Figure 1. Floorplan with the power grid (run 1).
Bar = 50 um. Pins as bars on the die edge.
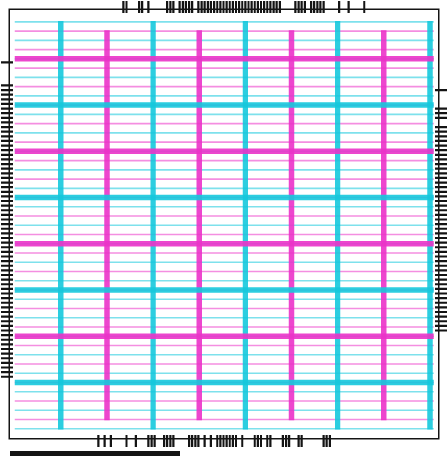
Figure 2. Cell classes on the final placement (run 1).
Bar = 50 um.
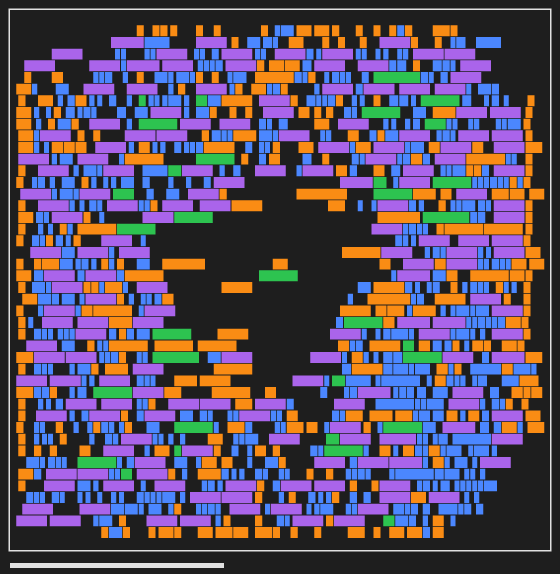
Figure 3. Routed clock nets over the placement (run 1).
Bar = 50 um.
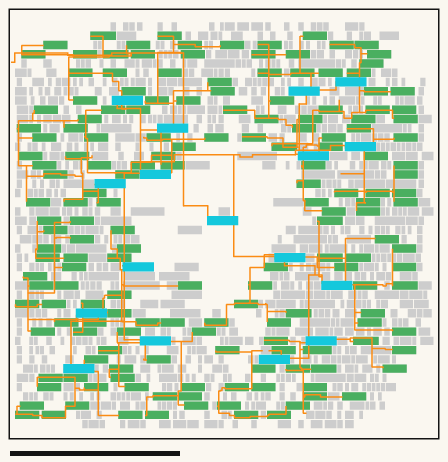
`src/rtl/cnn_pkg.sv`:
```
// cnn_pkg: shared defaults and width helper for the conv datapath
package cnn_pkg;
  localparam int DATA_W_DEF = 8;
  localparam int K_DEF = 5;
  localparam int NUM_CH_DEF = 4;
  function automatic int clog2(input int v);
    int r = 0;
    for (int x = v - 1; x > 0; x = x >> 1) r++;
    return r;
  endfunction
endpackage

```
`src/rtl/ifm_shift_lane.sv`:
```
// ifm_shift_lane: one-channel K-tap shift register, tap 0 newest
//   clk, rst : clock, synchronous active-high reset (taps to 0)
//   en       : shift enable
//   din      : incoming sample
//   taps     : tap k at [k*DATA_W +: DATA_W]
module ifm_shift_lane
  import cnn_pkg::*;
#(
  parameter int DATA_W = DATA_W_DEF,
  parameter int K = K_DEF
) (
  input  logic                clk,
  input  logic                rst,
  input  logic                en,
  input  logic [DATA_W-1:0]   din,
  output logic [K*DATA_W-1:0] taps
);
  always_ff @(posedge clk)
    if (rst) taps <= '0;
    else if (en) taps <= {taps[(K-1)*DATA_W-1:0], din};
endmodule

```
`src/rtl/ifm_window_buf.sv`:
```
// ifm_window_buf: multi-channel sliding-window IFM buffer with stride and row control
//   clk, rst      : clock, synchronous active-high reset
//   clr           : soft clear of row state and flags, taps kept
//   cfg_stride    : window stride (0 acts as 1), latched on first sample of a row
//   in_*          : sample handshake, in_last marks end of row
//   out_*         : window handshake, out_data is channel c tap k at (c*K+k)*DATA_W
//   err_short_row : sticky, a row ended with fewer than K samples
module ifm_window_buf
  import cnn_pkg::*;
#(
  parameter int DATA_W = DATA_W_DEF,
  parameter int K = K_DEF,
  parameter int NUM_CH = NUM_CH_DEF,
  parameter int STRIDE_W = 3
) (
  input  logic                       clk,
  input  logic                       rst,
  input  logic                       clr,
  input  logic [STRIDE_W-1:0]        cfg_stride,
  input  logic                       in_valid,
  output logic                       in_ready,
  input  logic [NUM_CH*DATA_W-1:0]   in_data,
  input  logic                       in_last,
  output logic                       out_valid,
  input  logic                       out_ready,
  output logic [NUM_CH*K*DATA_W-1:0] out_data,
  output logic                       out_last,
  output logic                       err_short_row
);
  localparam int FW = clog2(K + 1);
  logic [FW-1:0] fill_cnt, fill_next;
  logic [STRIDE_W-1:0] phase, stride_q;
  logic acc, full, emit, wrap;
  assign in_ready = !out_valid || out_ready;
  assign acc = in_valid && in_ready;
  assign fill_next = (fill_cnt == FW'(K)) ? fill_cnt : fill_cnt + FW'(1);
  assign full = fill_next == FW'(K);
  assign emit = full && phase == '0;
  // widened so phase+1 cannot overflow before the compare
  assign wrap = ((STRIDE_W+1)'(phase) + (STRIDE_W+1)'(1)) == (STRIDE_W+1)'(stride_q);
  // a sample arriving with clr is dropped, so taps do not shift either
  for (genvar c = 0; c < NUM_CH; c++) begin : g_lane
    ifm_shift_lane #(.DATA_W(DATA_W), .K(K)) u_lane (
      .clk (clk),
      .rst (rst),
      .en  (acc && !clr),
      .din (in_data[c*DATA_W +: DATA_W]),
      .taps(out_data[c*K*DATA_W +: K*DATA_W])
    );
  end
  always_ff @(posedge clk) begin
    if (rst) begin
      fill_cnt <= '0;
      phase <= '0;
      stride_q <= STRIDE_W'(1);
      out_valid <= 1'b0;
      out_last <= 1'b0;
      err_short_row <= 1'b0;
    end else if (clr) begin
      fill_cnt <= '0;
      phase <= '0;
      out_valid <= 1'b0;
      out_last <= 1'b0;
      err_short_row <= 1'b0;
    end else if (acc) begin
      out_valid <= emit;
      out_last <= emit && in_last;
      if (fill_cnt == '0) stride_q <= (cfg_stride == '0) ? STRIDE_W'(1) : cfg_stride;
      if (in_last) begin
        fill_cnt <= '0;
        phase <= '0;
        if (!full) err_short_row <= 1'b1;
      end else begin
        fill_cnt <= fill_next;
        phase <= !full ? '0 : wrap ? '0 : phase + STRIDE_W'(1);
      end
    end else if (out_ready) out_valid <= 1'b0;
  end
endmodule

```
`config.mk`:
```
export PLATFORM = sky130hd
export DESIGN_NAME = ifm_window_buf
export DESIGN_NICKNAME = d
export VERILOG_FILES = /design/src/rtl/cnn_pkg.sv /design/src/rtl/ifm_shift_lane.sv /design/src/rtl/ifm_window_buf.sv
export SDC_FILE = /design/constraint.sdc
export NUM_CORES = 1
export LEC_CHECK = 0
export ABC_AREA = 1
export CORE_UTILIZATION = 41
export DETAILED_ROUTE_END_ITERATION = 8
export MAX_ROUTING_LAYER = met4
export PLACE_DENSITY = 0.81
export SYNTH_ARGS = -nofsm -noshare
export SYNTH_HDL_FRONTEND = slang
export SYNTH_SLANG_ARGS = --single-unit
```
`constraint.sdc`:
```
create_clock -name clk -period 1.32 [get_ports clk]
set_input_delay 0.264 -clock clk [delete_from_list [all_inputs] [get_ports clk]]
set_output_delay 0.264 -clock clk [all_outputs]
set_load 0.02 [all_outputs]
```
==> CHANGELOG.md, run 1 <==
## Implementation

- Final hold violations: 0
- CTS Hold Bufs: 0
- Tightest Pin Transition: 270 ps
- CP Launch Point: in_valid
- Max-slew violation count: 0
- Area leader share: approximately 55%
- Clock buffer depth: 2
- Met1 Use GR: 28.1%
- XOR/XNOR Area Share: 0%
- Max FO, Critical Path: 8
- Non-filler instance count after layout: between 1000 and 1500
- Vias: 6420
- Worst EP arrival: about 1700 ps
- Failing checks: setup timing
- Cell Chain, Critical Path: clkdlybuf4s50_1 -> nand2_4 -> nor2_8 -> buf_8 -> buf_12 -> buf_12 -> o21ai_1 -> nor2_1
- Crit path DRT: approximately 1700 ps
- Status: complete, but fails checks
- Post-route setup slack: -75.5 ps
- Met3 WL post-DR: about 1.5 mm
- Overall power: around 0.013 W
- Area Growth Syn to Fin: 55.5%
- Ys flop type: dfxtp_1
- CP dominant cell by count: buf_12
- TritonCTS clock tree: yes
- Critical path buffer and inverter count: 4
- Clock skew: 7.58 ps
- Reg clk slew, reported paths: ~60 ps
- Reg2Reg Capture Point: g_lane[3].u_lane.taps[34]
- Critical R2R Launch: out_valid
- Type of element launching the critical path: primary input
- Die area: 15800 um^2
- Setup Viol. Count Final: 33
- Share of flip-flops with an asynchronous set or reset: 0%
- Post-layout min period: 1400 ps
- DPL Wire Length: 11.2 mm
- Inst Count DP: 1187
- Post-route setup TNS: -795 ps
- Ys flops: 172
- Post-synth top area cell: dfxtp_1
- FF-to-FF setup slack: -70 ps
- Most frequent cells in the layout: nor2_1 (309), dfxtp_1 (161), buf_2 (149)
- Top cells by count: nor2_1 (330), dfxtp_1 (172), o21ai_1 (92)
- DR vias/cell: between 5 and 6
- Synthesized area: approximately 6300 um^2
- Fin Hold WS: 343 ps
- Largest logic family: simple AND/OR/NAND/NOR gates
- Synth cell types: 24
- Critical Path End: g_lane[3].u_lane.taps[34]
- Post-layout period usage of the worst path: 106%
- RePlAce Congestion: approximately 0.77
- Met2 WL: 10.1 mm
- Antenna violations before repair: 0
- Yosys warns: 0
- Number of flops mapped to enable cells by yosys: 0
- GR Util met2: 34.7%
- Number of cells in Yosys stat: 799
- DR top layer: met4
- # diodes: 0
- Synth mux share: 0%
- Post-synth area hogs: dfxtp_1 (55%), nor2_1 (20%), o21ai_1 (7.3%), o21ai_0 (5.6%), buf_6 (3.8%)
- Ratio of cells with drive above 1 in the final layout: 37.8%
- Largest net degree at the start of global routing: 77
- Count leader, synth: nor2_1
- Mean routed wirelength per cell: 16.6 um
- Starting DRT DRC Count: 450
- DP Worst Slack: -412 ps
- Critical path depth: 8
- M3 GR Usage: roughly 6.5%
- TritonCTS Buffers: 17
- WS Path Type: primary input to flip-flop
- Depth of the most critical reg-to-reg path: 8
- Simple-gate share of the synthesized area: 23.3%
- Static Leakage: 4.66 nW
## Picture notes: Figure 1
| color | net |
|---|---|
| cyan | VSS |
| magenta | VDD |
signal pins: 205
met4 straps: 9
met1 rails: 45
rows: 44
Max rail drop VDD: 0.868 mV
core outline area: 14800 um^2
die height: 126 um

## Picture notes: Figure 2
| color | class | cells | share of their area |
|---|---|---|---|
| green | clock drivers and dummy loads | 32 | 6.5% |
| purple | sequential cells | 172 | 36% |
| blue | remaining logic cells | 577 | 31% |
| orange | remaining buffers and delay cells | 293 | 27% |
Seq area share: 35.4%
Final Cell Area: 9780 um^2
Final Util: 66.3%
FP Rows: 44

## Picture notes: Figure 3
[green] flip-flops | count: 172
[orange] clock wires | length: 1940 um
[cyan] clock-net drivers | count: 17
routed clock nets: 18
flops lie: widely spread
clk_lat worst skew: 430 ps
clock share of power: 39.7%
Clock Power: 0.00520 W

## run 1: worst register-to-register path, stage by stage, from the launching register on
cell     delay, ps
dfxtp_2        330
nand2_4         70
nand2_4         70
nor2_8         180
buf_8          160
buf_12         140
buf_12         150
o21ai_1         60
nor2_1         150
## run 1: area by class of cell
cell class                      count  area [um^2]  share of cell area (%)
Clock buffer                       19          453                    4.63
Clock inverter                     13          165                    1.69
Tap cell                          184          230                    2.35
Timing Repair Buffer              293         2560                    26.1
Multi-Input combinational cell    556         2810                    28.7
Inverter                           19         88.8                   0.908
Timing Repair inverter              2         17.5                   0.179
Sequential cell                   172         3460                    35.4
## run 1: sequential cells by signal (all words and copies together), names as in the netlist
| signal | cells |
|---|---|
| fill_cnt | 3 |
| out_last | 1 |
| out_valid | 1 |
| stride_q | 3 |
| err_short_row | 1 |
| g_lane.u_lane.taps | 160 |
| phase | 3 |
## run 1: report_power, final
group	internal, W	switching [W]	leakage, nW
registers	0.00551	0.000255	1.42
logic	0.000916	0.00122	2.94
clock network	0.00309	0.00212	0.292
## run 1: what timing repair did
action / 4_1_cts / 5_1_grt
setup buffers: 2 / 10
pin swaps: 7 / 60
setup endpoints to repair: 171 / 170
resized: 630 / 214
cloned: 1 / 26
## run 1: worst min-delay path by stage
stage | slack, ps | end | cells after the start | startpoint
6_report | 340 | out_valid | 6 | out_ready
5_1_grt | 370 | out_valid | 6 | out_ready
4_1_cts | 410 | g_lane[0].u_lane.taps[2] | 3 | in_data[2]
3_5_place_dp | 440 | err_short_row | 2 | err_short_row
3_3_place_gp | 440 | err_short_row | 2 | err_short_row
2_1_floorplan | 400 | g_lane[0].u_lane.taps[0] | 2 | in_data[0]
Figure 4. Congestion heat map (run 1).
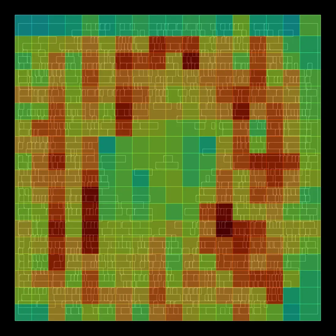

==> inputs of run 2 (changes only) <==
Settings changed: CORE_UTILIZATION 41 to 55, DONT_BUFFER_PORTS set to 1, PLACE_DENSITY 0.81 to 0.79.
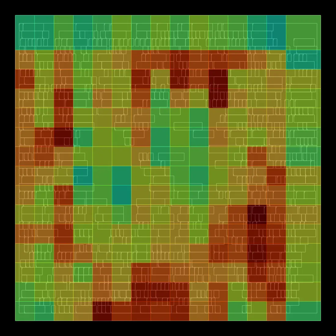
Figure 5: run 2, congestion heat map.
M3 GR Usage: 10.1%
mean routed wirelength per cell: 17.5 um
met1 Use GR: 28.5%
most used routing layer: met2
GRT Resource Usage Total: 27.5%

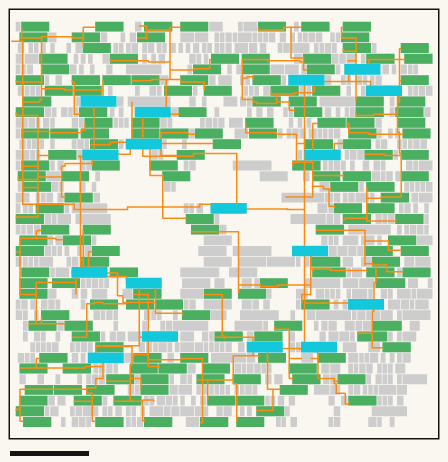
Figure 6: run 2, routed clock nets over the placement.
Bar = 20 um.
[cyan] clock-net drivers | count: 17
[orange] clock wires | length: 1780 um
[green] flip-flops | count: 172
routed clock nets: 18
clock skew: 11.7 ps
clk_lat worst skew: 420 ps
Clock Power: 0.00498 W
clock share of power: 41.0%

==> run 2 against run 1 <==
Compared with the run above:
- the run still ends with setup timing left
- sequential cell count did not move
- wire length fell by 17%
- final cell count fell by 22%
- global-route usage rose by 5.0 points
- clock skew rose by 4.1 ps
- die size fell by 25%
- combinational power fell by 54%
- register-to-register slack got worse by 80 ps
==> CHANGELOG.md, run 2 <==
## Implementation

- Status: complete, but fails checks (unchanged)
- Failing checks: setup timing (unchanged)
- Max reg flops: 160 (unchanged)
- Static Leakage: 3.45 nW (was 4.66 nW)
- Core outline area: 11000 um^2 (was 14800 um^2)
- Top cells by count: nor2_1 (330), dfxtp_1 (172), o21ai_1 (92) (unchanged)
- Tightest Pin Transition: 378 ps (was 270 ps)
- Antenna violations before repair: 0 (unchanged)
- Setup Viol. Count Final: 9 (was 33)
- Crit path DRT: 1670 ps (was 1660 ps)
- Most frequent cells in the layout: nor2_1 (304), dfxtp_1 (167), o21ai_1 (92) (was nor2_1 (309), dfxtp_1 (161), buf_2 (149))
- Final Util: 71.4% (was 66.3%)
- TritonCTS Buffers: 17 (unchanged)
- Share of flip-flops with an asynchronous set or reset: 0% (unchanged)
- Starting DRT DRC Count: 383 (was 450)
- Clock buffer depth: 2 (unchanged)
- RePlAce Congestion: 0.853 (was 0.773)
- Reg clk slew, reported paths: 60 ps (about the same)
- Count leader, synth: nor2_1 (unchanged)
- Synthesized area: 6290 um^2 (unchanged)
- Largest register by flop count: g_lane.u_lane.taps (unchanged)
- Final hold violations: 0 (unchanged)
- Post-route setup TNS: -872 ps (was -795 ps)
- Comb. cell area: 2630 um^2 (was 2810 um^2)
- Post-route setup slack: -146 ps (was -75.5 ps)
- Number of cells in Yosys stat: 799 (unchanged)
- Number of flops mapped to enable cells by yosys: 0 (unchanged)
- Ys flop type: dfxtp_1 (unchanged)
- Post-synth top area cell: dfxtp_1 (unchanged)
- Largest net degree at the start of global routing: 60 (was 77)
- Final Cell Area: 7840 um^2 (was 9780 um^2)
- Worst EP arrival: 1810 ps (was 1740 ps)
- Hold Startpoint: in_data[8] (was out_ready)
- Fin Hold WS: 22.6 ps (was 343 ps)
- Max FO, Critical Path: 6 (was 8)
- TritonCTS clock tree: yes (unchanged)
- Critical R2R Launch: fill_cnt[2] (was out_valid)
- Ys flops: 172 (unchanged)
- Cell Chain, Critical Path: inv_1 -> nand2_2 -> nand3_4 -> buf_4 -> nand3_2 -> nand4_1 -> a21oi_1 (was clkdlybuf4s50_1 -> nand2_4 -> nor2_8 -> buf_8 -> buf_12 -> buf_12 -> o21ai_1 -> nor2_1)
- Die area: 11900 um^2 (was 15800 um^2)
- DR vias/cell: 5.71 (was 5.10)
- CTS Hold Bufs: 29 (was 0)
run 2: cell counts after synthesis:
Identical to the previous run, type by type.
run 2: cell type report:
| cell class | instances | share of cell area (%) |
|---|---|---|
| clock buffers | 19 | 5.65 |
| flip-flops and latches | 172 | 44.0 |
| well taps | 140 | 2.23 |
| repair buffers | 69 | 11.6 |
| multi-input cells | 556 | 33.5 |
| clock inverters | 11 | 1.82 |
| inverters | 19 | 1.16 |
run 2: final timing paths:
check                             end  slack [ps]  depth (start not counted)
max                     err_short_row        -150                          7
min          g_lane[1].u_lane.taps[0]          20                          2
max reg2reg             err_short_row        -150                          7
min reg2reg               stride_q[1]         480                          2
run 2: layer usage:
layer  up-vias  share of wire [%]  GRT usage, %
li1       2637                  -             -
met2       262                 49          44.7
met4         0                4.4          16.5
met5         -                  0             -
met1      2664                 38          28.5
met3        68                8.3          10.1
run 2: stage by stage:
stage | setup WS (ps) | cells
CTS | -41.1 | 972
finish | -146 | 986
detailed placement | -232 | 908
global route | -241 | 986
global placement | -41.2 | 908
floorplan | 3.18 | 799
run 2: report_power, final:
group / total, W / switching, W / internal, W
combinational: 0.000990 / 0.000554 / 0.000436
clock: 0.00498 / 0.00198 / 0.00300
sequential: 0.00620 / 0.000688 / 0.00551
total: 0.0122 / 0.00322 / 0.00895
run 2: logic make-up (layout without fill, tap and decap cells):
kind of cell | Yosys count | count (layout) | share of synthesized area (%)
AOI/OAI and AO/OA | 175 | 175 | 14.0
and+or+nand+nor | 376 | 376 | 23.3
adders and majority gates | 5 | 5 | 0.994
buffers and inverters | 71 | 118 | 6.98
DFF | 172 | 172 | 54.7
run 2: worst max-delay path, delay by kind of cell (launching register included):
family / cells / cell delay [ps]
AOI/OAI and AO/OA: 1 / 160
buffers and inverters: 2 / 310
DFF: 1 / 490
and+or+nand+nor: 4 / 430
No activity file was given, so power comes from the tool's default toggle rates.
